==> run_1/sizes.png <==
(4 px per um)
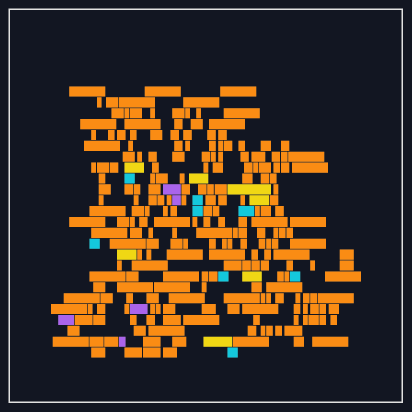
==> run_1/placement_by_type.png <==
(4 px per um)
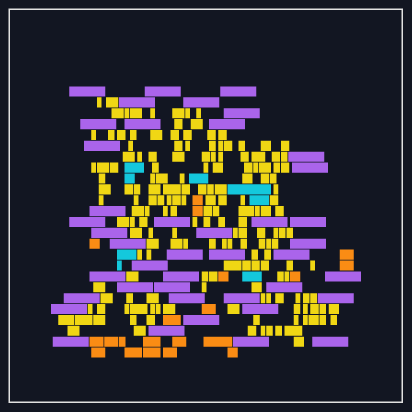
==> run_1/placement.png <==
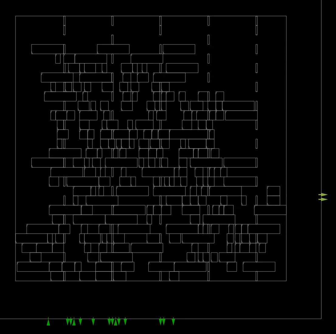
==> run_1/layer_met3.png <==
(3 px per um)
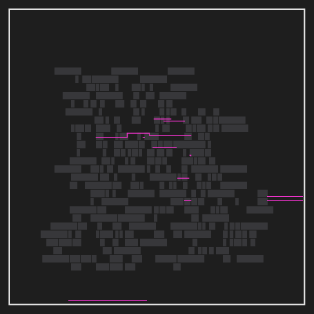
<file path="src/rtl/pll_rst_pkg.sv">
// pll_rst_pkg: shared state encoding for the PLL lock reset generator.
package pll_rst_pkg;
    localparam int ST_W = 2;
    typedef enum logic [ST_W-1:0] {
        ST_WAIT_LOCK = 2'b00,
        ST_QUALIFY   = 2'b01,
        ST_RUN       = 2'b10
    } st_e;
endpackage

</file>
<file path="src/rtl/pll_lock_rst_gen_sync_2ff.sv">
// sync_2ff: two-flop synchroniser for a single asynchronous input.
module sync_2ff (
    input  logic clk,
    input  logic rst_n,
    input  logic d,
    output logic q
);
    logic meta;
    always_ff @(posedge clk or negedge rst_n)
        if (!rst_n) {q, meta} <= 2'b00;
        else        {q, meta} <= {meta, d};
endmodule

</file>
<file path="src/rtl/pll_lock_rst_gen.sv">
// pll_lock_rst_gen: qualifies PLL lock and releases a clk_div reset, counts losses, drives heartbeat.
module pll_lock_rst_gen
    import pll_rst_pkg::*;
#(
    parameter int STABLE_CYCLES = 16,
    parameter int LOSS_CNT_W    = 8,
    parameter int HB_DIV        = 12_500_000
) (
    input  logic                  clk_div,
    input  logic                  sys_rst_n,
    input  logic                  locked,
    output logic                  rst_out_n,
    output logic                  ready,
    output logic [LOSS_CNT_W-1:0] loss_cnt,
    output logic                  heartbeat,
    output logic [ST_W-1:0]       state
);
    localparam int QW = $clog2(STABLE_CYCLES);
    localparam int HW = $clog2(HB_DIV);
    localparam logic [QW-1:0] Q_LAST = QW'(STABLE_CYCLES - 1);
    localparam logic [HW-1:0] H_LAST = HW'(HB_DIV - 1);
    logic          locked_s;
    logic [QW-1:0] qcnt;
    logic [HW-1:0] hcnt;
    st_e           st;
    assign state = st;
    sync_2ff u_sync_locked (.clk(clk_div), .rst_n(sys_rst_n), .d(locked), .q(locked_s));
    always_ff @(posedge clk_div or negedge sys_rst_n)
        if (!sys_rst_n) begin
            st        <= ST_WAIT_LOCK;
            rst_out_n <= 1'b0;
            ready     <= 1'b0;
            heartbeat <= 1'b0;
            loss_cnt  <= '0;
            qcnt      <= '0;
            hcnt      <= '0;
        end else begin
            case (st)
                ST_WAIT_LOCK:
                    if (locked_s) begin
                        st   <= ST_QUALIFY;
                        qcnt <= '0;
                    end
                ST_QUALIFY:
                    if (!locked_s) begin
                        st   <= ST_WAIT_LOCK;
                        qcnt <= '0;
                    end else if (qcnt == Q_LAST) begin
                        st        <= ST_RUN;
                        qcnt      <= '0;
                        rst_out_n <= 1'b1;
                        ready     <= 1'b1;
                    end else qcnt <= qcnt + 1'b1;
                ST_RUN:
                    if (!locked_s) begin
                        st        <= ST_WAIT_LOCK;
                        rst_out_n <= 1'b0;
                        ready     <= 1'b0;
                        hcnt      <= '0;
                        heartbeat <= 1'b0;
                        if (loss_cnt != '1) loss_cnt <= loss_cnt + 1'b1;
                    end else if (hcnt == H_LAST) begin
                        hcnt      <= '0;
                        heartbeat <= ~heartbeat;
                    end else hcnt <= hcnt + 1'b1;
                default: begin
                    // the unused encoding recovers like a fresh start, keeping loss history
                    st        <= ST_WAIT_LOCK;
                    rst_out_n <= 1'b0;
                    ready     <= 1'b0;
                    hcnt      <= '0;
                    heartbeat <= 1'b0;
                    qcnt      <= '0;
                end
            endcase
        end
endmodule

</file>
<file path="config.mk">
export PLATFORM = sky130hd
export DESIGN_NAME = pll_lock_rst_gen
export DESIGN_NICKNAME = d
export VERILOG_FILES = /design/src/rtl/pll_rst_pkg.sv /design/src/rtl/pll_lock_rst_gen_sync_2ff.sv /design/src/rtl/pll_lock_rst_gen.sv
export SDC_FILE = /design/constraint.sdc
export NUM_CORES = 1
export LEC_CHECK = 0
export ABC_CLOCK_PERIOD_IN_PS = 2420
export CAP_MARGIN = 10
export CORE_MARGIN = 10
export CORE_UTILIZATION = 35
export DETAILED_ROUTE_END_ITERATION = 8
export SETUP_SLACK_MARGIN = 0.1
export SYNTH_ARGS = -nofsm -noshare
export SYNTH_HDL_FRONTEND = slang
export SYNTH_SLANG_ARGS = --single-unit
</file>
<file path="constraint.sdc">
create_clock -name clk_div -period 2.42 [get_ports clk_div]
set_input_delay 0.726 -clock clk_div [delete_from_list [all_inputs] [get_ports clk_div]]
set_output_delay 0.726 -clock clk_div [all_outputs]
set_load 0.05 [all_outputs]
</file>
==> metrics.yaml, run 1 <==
irDropWorstVdd_mv: 0.247
layout_top_cell: "dfrtp_1"
start_kind: "register"
top_regs: "hcnt: 24 flops, loss_cnt: 8 flops, qcnt: 4 flops"
fa_ha_area_share_pct: 1.77
final-max-slew-violation-count: 0
worst-setup-path-type: "reg -> out"
ys_seq_share_pct: 49.5
holdBufCountCts: 0
crit_cells: 1
maxSlewHeadroom_pct: 63.1
floorplan.core_util_pct: 35.9
gp_routability_congestion: 0.853
cpPeakStageDelay_ns: 0.82
avgSynthCellArea_sq_um: 9.52
holdWs_ns: 0.361
syn_area_sq_um: 2120
yosys_cells: 223
boundaryPins: 16
max_cap_violations: 0
portBuffers: 15
dieArea_sq_um: 9580
grt-ovfl-total: 0
synth-seq-cells: 42
antenna_left: 0
grt_pass1_vias: 1613
clock_sinks: 42
ys_types: 41
finalClockSkew_ns: 0.00679
n_antenna_cell: 0
most-common-layout-cells: "dfrtp_1 (42), nor2_1 (27), nand3_1 (19)"
power_per_cell_area_nw_per_um2: 526
grtUsageMet1_pct: 12.1
synth.cellmix.compoundShare_pct: 8.49
cts_root_buffer: "clkbuf_8"
die_h_um: 97.9
top_register: "hcnt"
drt_iter0_drc: 92
crit_buf_inv: 1
min_path_type: "in -> async"
power_uw: 1310
yosysTopAreaCellShare_pct: 49.5
layout.nets: 249
cp_slowest_cell: "clkdlybuf4s50_1"
wl_per_cell_um: 13.5
r2r-start: "hcnt[1]"
status: "completed"
finalHoldViolations: 0
## Picture notes: sizes.png
cyan -> _3 and _4 cells  # cells 8, share 3.3%, most used buf_4
orange -> _0 and _1 cells  # cells 224, share 92%, most used dfrtp_1
purple -> _2 cells  # cells 5, share 2.0%
yellow -> _6 and larger  # cells 7, share 2.9%, most used clkbuf_8
layout overhead on the synthesized area: 17.4%
cell area after layout: 2490 sq um

## Picture notes: placement_by_type.png
yellow -> combinational and other logic  # cells 174, share of their area 43%
orange -> remaining buffers and delay cells  # cells 20, share of their area 8.3%
purple -> sequential cells  # cells 42, share of their area 44%
cyan -> clock drivers and dummy loads  # cells 8, share of their area 4.6%
num rows: 28
core area: 5920 sq um
final core utilization: 42.1%
sequential cell area share: 42.2%

## Picture notes: placement.png
registers: 42
n_taps: 75
final cell count without fillers: 319
# fillers: 589

## Picture notes: layer_met3.png
share of all routed wire = 2.5%
longest straight run = 26.0 um
vias: 1622
met3 Use GR: 2.89%
Routed WL: 4.31 mm

-- run 1: how the worst max path moves through the flow --
stage / from / end
after floorplan: state[1] / loss_cnt[7]
after global placement: loss_cnt[4] / loss_cnt[4]
after detailed placement: hcnt[0] / hcnt[19]
after CTS: loss_cnt[4] / loss_cnt[4]
after global routing: loss_cnt[0] / loss_cnt[0]
final: loss_cnt[0] / loss_cnt[0]
-- run 1: final cells by class --
cell class,instances,area [sq um],area share [%]
well taps,75,93.8,3.77
inverters,8,30.0,1.20
clock buffers,6,72.6,2.91
multi-input cells,166,1010,40.4
clock inverters,2,37.5,1.51
flip-flops and latches,42,1050,42.2
repair buffers,20,200,8.03
-- run 1: power by group --
part	internal [uW]	switching [uW]	leakage, uW
registers	706	8.15	0.000579
clock network	308	250	0.0000514
logic	11.2	27.2	0.000509
total	1030	285	0.00114
==> run_1/flops_by_reg.png <==
(4 px per um)
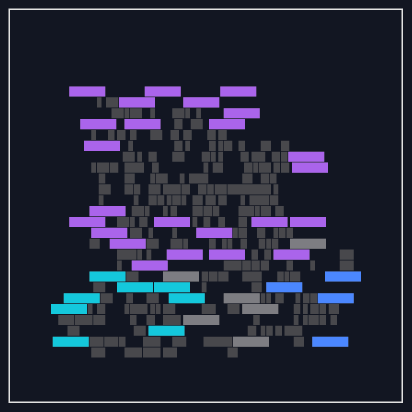

==> run 1 -> run 2 <==
--- a/config.mk
+++ b/config.mk
@@ -8,8 +8,9 @@
 export ABC_CLOCK_PERIOD_IN_PS = 2420
 export CAP_MARGIN = 10
 export CORE_MARGIN = 10
-export CORE_UTILIZATION = 35
+export CORE_UTILIZATION = 50
 export DETAILED_ROUTE_END_ITERATION = 8
+export PLACE_DENSITY = 0.7
 export SETUP_SLACK_MARGIN = 0.1
 export SYNTH_ARGS = -nofsm -noshare
 export SYNTH_HDL_FRONTEND = slang
==> run_2/flops_by_reg.png <==
(4 px per um)
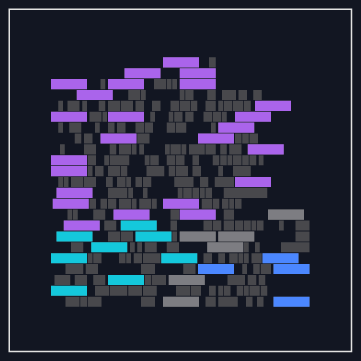
blue -> `qcnt`  # placed flops 4, where lower right
purple -> `hcnt`  # placed flops 24
cyan -> `loss_cnt`  # placed flops 8
sequential cell area share: 43.0%
Seq power: 714 uW
FF/Latch Area: 1050 sq um
final core utilization: 60.3%

==> run_2/placement_by_type.png <==
(6 px per um)
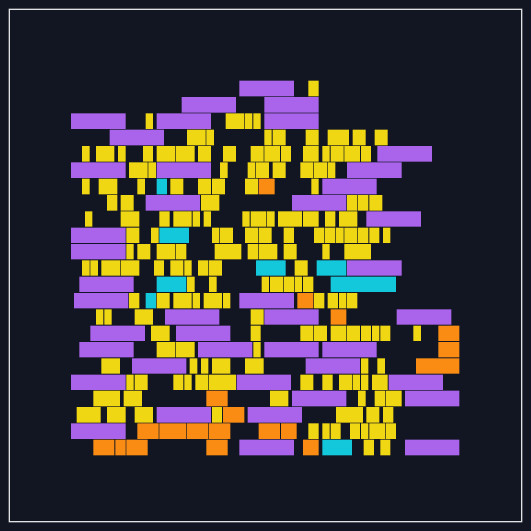
cyan -> clock drivers and dummy loads  # cells 8, share of their area 4.6%
orange -> remaining buffers and delay cells  # cells 19, share of their area 7.8%
yellow -> combinational and other logic  # cells 174, share of their area 44%
purple -> sequential cells  # cells 42, share of their area 44%
cell area after layout: 2440 sq um
core area: 4060 sq um

==> run 2 against run 1 <==
Effect of this change: setup slack worse by 0.018 ns; area after synthesis is the same; largest cell class unchanged; cell count is 8.2% lower; critical path type unchanged; core utilization grew 18 points; first-iteration DRC count grew 63%; count of clock-buffer cells in the layout fell by 1; highest routed layer unchanged; hold slack better by 0.012 ns; maximum frequency is 0.79% lower; critical path depth unchanged; global-route usage increased by 2.1 points; register-to-register slack got worse by 0.03 ns; synthesized cell count stayed put.
==> metrics.yaml, run 2 <==
status: "completed"
power_per_cell_area_nw_per_um2: 531  # +1.0%
grt-ovfl-total: 0  # unchanged
grtUsageMet1_pct: 15.1  # +3.0 points
cpPeakStageDelay_ns: 0.83  # about the same
grt.met3_usage_pct: 2.87  # -0.021 points
worst-setup-path-type: "reg -> out"
min_path_type: "reg -> reg"
holdBufCountCts: 0  # unchanged
top_register: "hcnt"
avgSynthCellArea_sq_um: 9.52  # unchanged
yosys_cells: 223  # unchanged
finalClockSkew_ns: 0.00904  # +0.00226 ns
crit_buf_inv: 1  # unchanged
top_regs: "hcnt: 24 flops, loss_cnt: 8 flops, qcnt: 4 flops"
synth.cellmix.compoundShare_pct: 8.49  # unchanged
ys_seq_share_pct: 49.5  # unchanged
dieArea_sq_um: 7250  # -24%
layout.nets: 248  # -0.40%
clock_sinks: 42  # unchanged
fa_ha_area_share_pct: 1.77  # unchanged
antenna_left: 0  # unchanged
floorplan.core_util_pct: 52.3  # +16 points
cts_root_buffer: "clkbuf_8"
num_rows: 23  # -18%
routed_wl_mm: 4.06  # -5.8%
p_clk_share_pct: 42.1  # -0.5 points
power_uw: 1300  # -0.92%
start_kind: "register"
boundaryPins: 16  # unchanged
final_cells: 293  # -8.2%
most-common-layout-cells: "dfrtp_1 (42), nor2_1 (27), nand3_1 (19)"
intPower_uw: 1020  # -0.41%
yosysTopAreaCellShare_pct: 49.5  # unchanged
wl_per_cell_um: 13.8  # +2.5%
swShare_pct: 21.4  # -0.40 points
switching_power_uw: 278  # -2.8%
top_power_group: "registers"
maxSlewHeadroom_pct: 59.4  # -3.7 points
cp_slowest_cell: "clkdlybuf4s50_1"
ys_types: 41  # unchanged
finalHoldViolations: 0  # unchanged
syn_area_sq_um: 2120  # unchanged
irDropWorstVdd_mv: 0.407  # +65%
power_frac_seq_pct: 55.0  # +0.5 points
pg_clk_uw: 547  # -2%
==> run_2/sizes.png <==
(4 px per um)
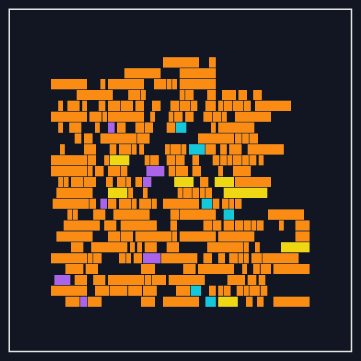
cyan -> _3 and _4 cells  # cells 6, share 2.5%, most used buf_4
orange -> _0 and _1 cells  # cells 223, share 92%, most used dfrtp_1
purple -> _2 cells  # cells 7, share 2.9%, most used clkinv_2
yellow -> _6 and larger  # cells 7, share 2.9%, most used clkbuf_8
bufs w/o clock: 19
final worst setup slack: 0.157 ns
layout overhead on the synthesized area: 15.1%

## run 2: worst paths after layout
| check | end | slack (ns) | depth (start not counted) | startpoint |
|---|---|---|---|---|
| worst min-delay path | u_sync_locked.q | 0.37 | 0 | u_sync_locked.meta |
| worst max register to register | heartbeat | 0.39 | 7 | hcnt[0] |
| worst max-delay path | loss_cnt[4] | 0.16 | 1 | loss_cnt[4] |
| min in group asynchronous | loss_cnt[6] | 0.43 | 1 | sys_rst_n |
| max in group asynchronous | qcnt[2] | 1.44 | 2 | sys_rst_n |
| worst min register to register | u_sync_locked.q | 0.37 | 0 | u_sync_locked.meta |
## run 2: layout make-up
class	instances	area [sq um]
multi-input cells	166	1010
clock inverters	3	40.0
clock buffers	5	68.8
flip-flops and latches	42	1050
inverters	8	30.0
repair buffers	19	185
well taps	50	62.6
fillers	352	1610
Power is estimated from default activity; no workload was simulated.
